`config.mk`:
```
export PLATFORM = sky130hd
export DESIGN_NAME = pmp_entry_match
export DESIGN_NICKNAME = d
export VERILOG_FILES = /design/src/rtl/pmp_pkg.sv /design/src/rtl/pmp_entry_match.sv
export SDC_FILE = /design/constraint.sdc
export NUM_CORES = 1
export LEC_CHECK = 0
export ABC_AREA = 1
export CORE_MARGIN = 1
export CORE_UTILIZATION = 43
export DETAILED_ROUTE_END_ITERATION = 16
export GPL_TIMING_DRIVEN = 0
export PLACE_DENSITY = 0.91
export SLEW_MARGIN = 20
export SYNTH_ARGS = -nofsm -noshare
export SYNTH_HDL_FRONTEND = slang
export SYNTH_SLANG_ARGS = --single-unit
```
`constraint.sdc`:
```
create_clock -name vclk -period 5.3
set_input_delay 1.06 -clock vclk [all_inputs]
set_output_delay 1.06 -clock vclk [all_outputs]
set_load 0.05 [all_outputs]
```
`src/rtl/pmp_pkg.sv`:
```
// Shared types, constants and the permission rule for the sequential PMP checker.
package pmp_pkg;

    typedef struct packed {
        logic       l;
        logic [1:0] rsvd;
        logic [1:0] a;
        logic       x;
        logic       w;
        logic       r;
    } pmpcfg_t;

    localparam logic [1:0] A_OFF   = 2'b00;
    localparam logic [1:0] A_TOR   = 2'b01;
    localparam logic [1:0] A_NA4   = 2'b10;
    localparam logic [1:0] A_NAPOT = 2'b11;

    localparam logic [1:0] ACC_R = 2'b00;
    localparam logic [1:0] ACC_W = 2'b01;
    localparam logic [1:0] ACC_X = 2'b10;

    localparam logic [1:0] PRIV_M = 2'b11;
    localparam logic [1:0] PRIV_S = 2'b01;
    localparam logic [1:0] PRIV_U = 2'b00;

    typedef enum logic [1:0] {
        ST_IDLE,
        ST_SCAN,
        ST_RESP
    } state_t;

    // Reserved access type is always denied; a miss only lets machine mode through.
    function automatic logic pmp_allow(input logic hit, input pmpcfg_t cfg,
                                       input logic [1:0] acc, input logic [1:0] priv);
        logic perm;
        case (acc)
            ACC_R:   perm = cfg.r;
            ACC_W:   perm = cfg.w;
            ACC_X:   perm = cfg.x;
            default: perm = 1'b0;
        endcase
        if (acc == 2'b11)
            return 1'b0;
        if (!hit)
            return priv == PRIV_M;
        if (priv == PRIV_M && !cfg.l)
            return 1'b1;
        return perm;
    endfunction

endpackage

```
`src/rtl/pmp_entry_match.sv`:
```
// Address match for a single PMP entry (TOR always; NA4/NAPOT only when PMP_NAPOT_EN).
module pmp_entry_match
    import pmp_pkg::*;
#(
    parameter int XLEN = 32
) (
    input  pmpcfg_t         cfg,
    input  logic [XLEN-1:0] pmpaddr,
    input  logic [XLEN-1:0] prev_pmpaddr,
    input  logic            is_first,
    input  logic [XLEN-3:0] wa,
    output logic            match
);

    logic [XLEN-3:0] pa;
    logic [XLEN-3:0] lo;
    logic            unused_bits;

    assign pa = pmpaddr[XLEN-3:0];
    assign lo = is_first ? '0 : prev_pmpaddr[XLEN-3:0];
    assign unused_bits = ^{pmpaddr[XLEN-1:XLEN-2], prev_pmpaddr[XLEN-1:XLEN-2],
                           cfg.l, cfg.rsvd, cfg.x, cfg.w, cfg.r};

`ifdef PMP_NAPOT_EN
    localparam logic [XLEN-3:0] ONE = 1;
    logic [XLEN-3:0] napot_mask;

    // pa ^ (pa+1) sets exactly the trailing ones plus the first zero: the k+1 ignored bits.
    assign napot_mask = ~(pa ^ (pa + ONE));
`endif

    always_comb begin
        // NOTE: default assignment first so every path drives match; no latch is inferred.
        match = 1'b0;
        case (cfg.a)
            A_TOR:   match = (wa >= lo) && (wa < pa);
`ifdef PMP_NAPOT_EN
            A_NA4:   match = (wa == pa);
            A_NAPOT: match = ((wa & napot_mask) == (pa & napot_mask));
`endif
            default: match = 1'b0;
        endcase
    end

endmodule

```
==> images/io_placement.png <==
Drawn at 8 px/µm. Pins as bars across the die edge, other pins in gray.
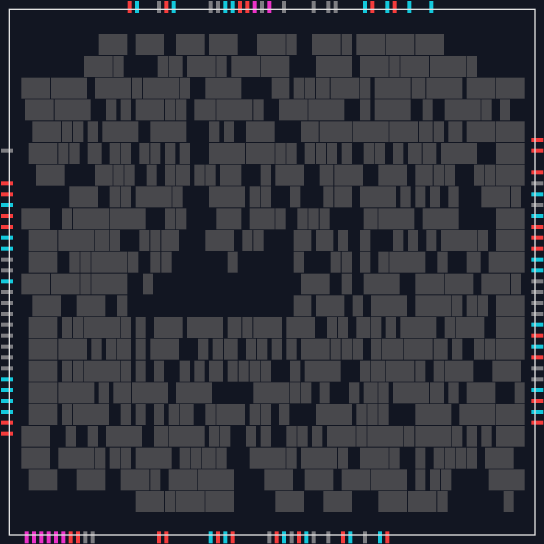
Key: magenta = cfg [pins 8, direction input, edge 6 south, 2 north]; red = pmpaddr [pins 32, direction input, edge 10 east, 10 south, 6 west, 6 north]; cyan = wa [pins 30, direction input, edge 8 east, 8 west, 8 north, 6 south]
All pins by edge: 29 south, 26 east, 25 west, 24 north.
port buffer count: 94
horizontal die dimension: 65.53 µm
floorplan die height: 65.53 µm

==> images/wires.png <==
Drawn at 4 px/µm. Only two layers are drawn.
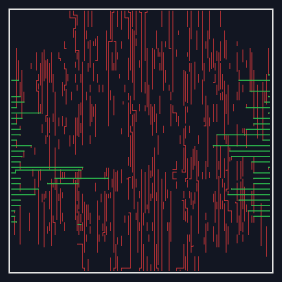
Key: green = metal 3 [wire length 256 µm]; red = metal 2 [wire length 2160 µm]
all-layer global routing usage: 20.63%
routed vias: 1994

==> images/io_fan.png <==
Drawn at 4 px/µm.
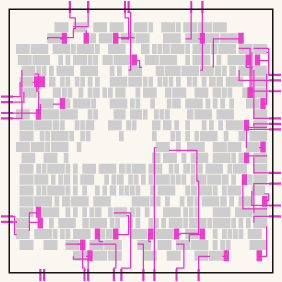
Key: magenta = pmpaddr [bits 32, direction input, edge 10 east, 10 south, 6 west, 6 north, end cells 30, wire 498 µm]

==> images/placement.png <==
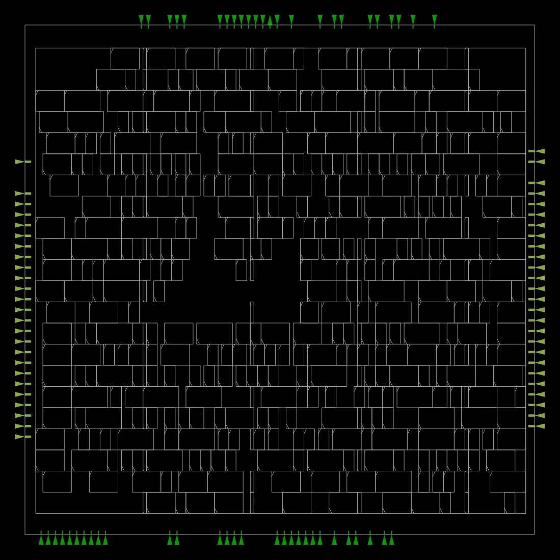
count of filler cells inserted in the layout: 342
num rows: 22
core utilization of the finished layout: 72.56%
post-route insts no fill: 444

==> images/layer_met2.png <==
Drawn at 8 px/µm.
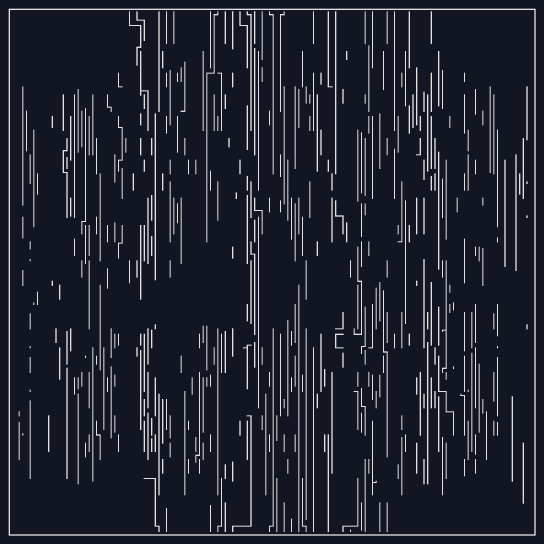
The longest straight run is 30.8 µm. 406 nets have wire on it.

==> reports/highlights.md <==
Global route
* met2 — Top Usage Layer GRT
* 0 — number of antenna violations at the first check in global routing
* 0 — Overflow after GRT
* 7258 µm — first-pass GRT wire length
* 2.083% — GR Util met3
* 23.36% — met1 track demand over resource in global routing
* 11 — largest net degree at the start of global routing
* 42.14% — met2 usage in global routing

Yosys
* sky130_fd_sc_hd__ha_1 43%, sky130_fd_sc_hd__nand2_1 26%, sky130_fd_sc_hd__inv_1 13% — main area contributors
* 0 — Yosys Warn Count
* 1735 µm² — chip area from the yosys synthesis statistics
* 302 — post-synthesis cell count from yosys
* sky130_fd_sc_hd__nand2_1 — most common cell in the synthesized netlist
* 0% — share of the yosys chip area belonging to registers
* 1735 µm² — Syn Std Cell Area
* sky130_fd_sc_hd__ha_1 — dominant cell type by area after synthesis
* 119 x sky130_fd_sc_hd__nand2_1, 59 x sky130_fd_sc_hd__ha_1, 58 x sky130_fd_sc_hd__inv_1, 20 x sky130_fd_sc_hd__nor2_1, 18 x sky130_fd_sc_hd__a21oi_1 — most frequent cells after synthesis
* 18 — Cell variety after synth

Final layout
* 0 µm² — area of all sequential standard cells
* 0 — layout clock buffer count
* 560 — Net count, final
* 0 — FFs & Latches
* 3.788% — share of post-route cells with drive strength above 1
* 1489 µm² — Combinational Area

Hold path
* in -> out — path class of the lowest-slack min-delay path
* cfg[3] — Worst Hold Launch

STA
* no — setup repair after global routing missed its margin
* 0.4947 ns — transition at the pin with the smallest max-transition slack
* 94.13% — post-layout period usage of the worst path
* 66.92% — relative slew slack
* 0.2005 GHz — maximum operating frequency
* 3.330 ns — Post-Route Hold Slack
* 0 — hold violation count in the final report

Power and ir drop
* 35.03 µV — peak supply drop
* 85.23 µW — reported net switching power
* 43.37% — net switching share of the total power
* 1.522 nW — total leakage power
* 71.83 nW/µm² — power density over the cells

Drt
* 9.813 µm — Routed wire per std cell
* 4.491 — DR vias/cell
* 4357 µm — routed wire length
* 0 — drc violations
* 4 — first drt pass iteration count
* 0 — final antenna-violating net count

Status
* finished clean — result of the run

Setup path
* primary output — kind of end point of the critical path
* 10 — Critical Path Fanout Max
* input pin — category of the worst setup path launch point
* 4.24 ns — data required time of the critical path
* in -> out — Setup CP Type

Place
* 0.7957 — GPL Wtd Cong

Die
* 3771 µm² — floorplan core area
* 4294 µm² — total die area
* 104 — Ports
* 46.02% — initial core utilization

CTS
* 0 — buffer count from post-CTS setup fixing
* 0 — CTS Hold Buffers Added

Run
* 43 — tally of OpenROAD warnings

## through the flow
step	std cells	setup slack [ns]	total power, mW	area (µm²)	utilization [%]
finish	444	0.3113	0.1966	2736	72.56
global route	444	0.03614	0.2254	2736	72.56
CTS	444	0.2958	0.1984	2736	72.56
detailed placement	444	0.3034	0.1971	2736	72.56
global placement	444	0.3386	0.1893	2736	72.56
floorplan	302	1.467	0.1009	1735	-
## power by group through the flow
stage | logic (mW) | clock network, mW | registers [mW]
after floorplan | 0.101 | 0 | 0
after detailed placement | 0.197 | 0 | 0
after global routing | 0.225 | 0 | 0
after CTS | 0.198 | 0 | 0
final | 0.197 | 0 | 0
after global placement | 0.189 | 0 | 0
## per-layer routing
layer	wire (µm)	vias to the layer above	part of all wire, %
li1	-	1124	-
met5	0	-	0
met2	2155	56	49
met1	1935	812	44
met4	10	0	0.23
met3	255	2	5.9
## cells by family after synthesis
group	after synthesis	synth area share [%]
buffers and inverters	65	14.20
AND-OR/OR-AND	24	7.787
AND/OR/NAND/NOR	154	35.47
adder cells (fa/ha/maj)	59	42.54
## cell type report
| type | count | share of cell area, % |
|---|---|---|
| Multi-Input combinational cell | 237 | 54.41 |
| Tap cell | 48 | 2.195 |
| Buffer | 3 | 0.5030 |
| Inverter | 62 | 8.505 |
| Timing Repair Buffer | 94 | 34.39 |
## critical path, stage by stage
cell	delay, ns
sky130_fd_sc_hd__clkdlybuf4s50_1	0.42
sky130_fd_sc_hd__inv_1	0.07
sky130_fd_sc_hd__buf_2	0.21
sky130_fd_sc_hd__buf_2	0.25
sky130_fd_sc_hd__nand2_1	0.08
sky130_fd_sc_hd__ha_1	0.32
sky130_fd_sc_hd__nand2_1	0.06
sky130_fd_sc_hd__nor2_1	0.13
sky130_fd_sc_hd__nand2_1	0.07
sky130_fd_sc_hd__nand3_1	0.07
sky130_fd_sc_hd__nand2_1	0.06
sky130_fd_sc_hd__nand2_1	0.06
sky130_fd_sc_hd__nand2_1	0.05
sky130_fd_sc_hd__nand2_1	0.06
sky130_fd_sc_hd__nand2_1	0.07
sky130_fd_sc_hd__nor2_2	0.08
sky130_fd_sc_hd__clkdlybuf4s50_1	0.80
## cell usage in the layout (no fill, tap or decap), drive strengths merged
master and n:
nand4 3, inv 61, clkbuf 1, nand3 4
nor2 24, buf 2, o21ai 1, o21bai 1
ha 59, a21o 2, clkinv 1, a21oi 20
clkdlybuf4s50 94, nand2 123
## final timing paths
path / end / slack, ns / depth (start not counted)
max: match / 0.31 / 17
min: match / 3.33 / 4
Power figures rest on the tool's default switching activity, not on a simulated workload.
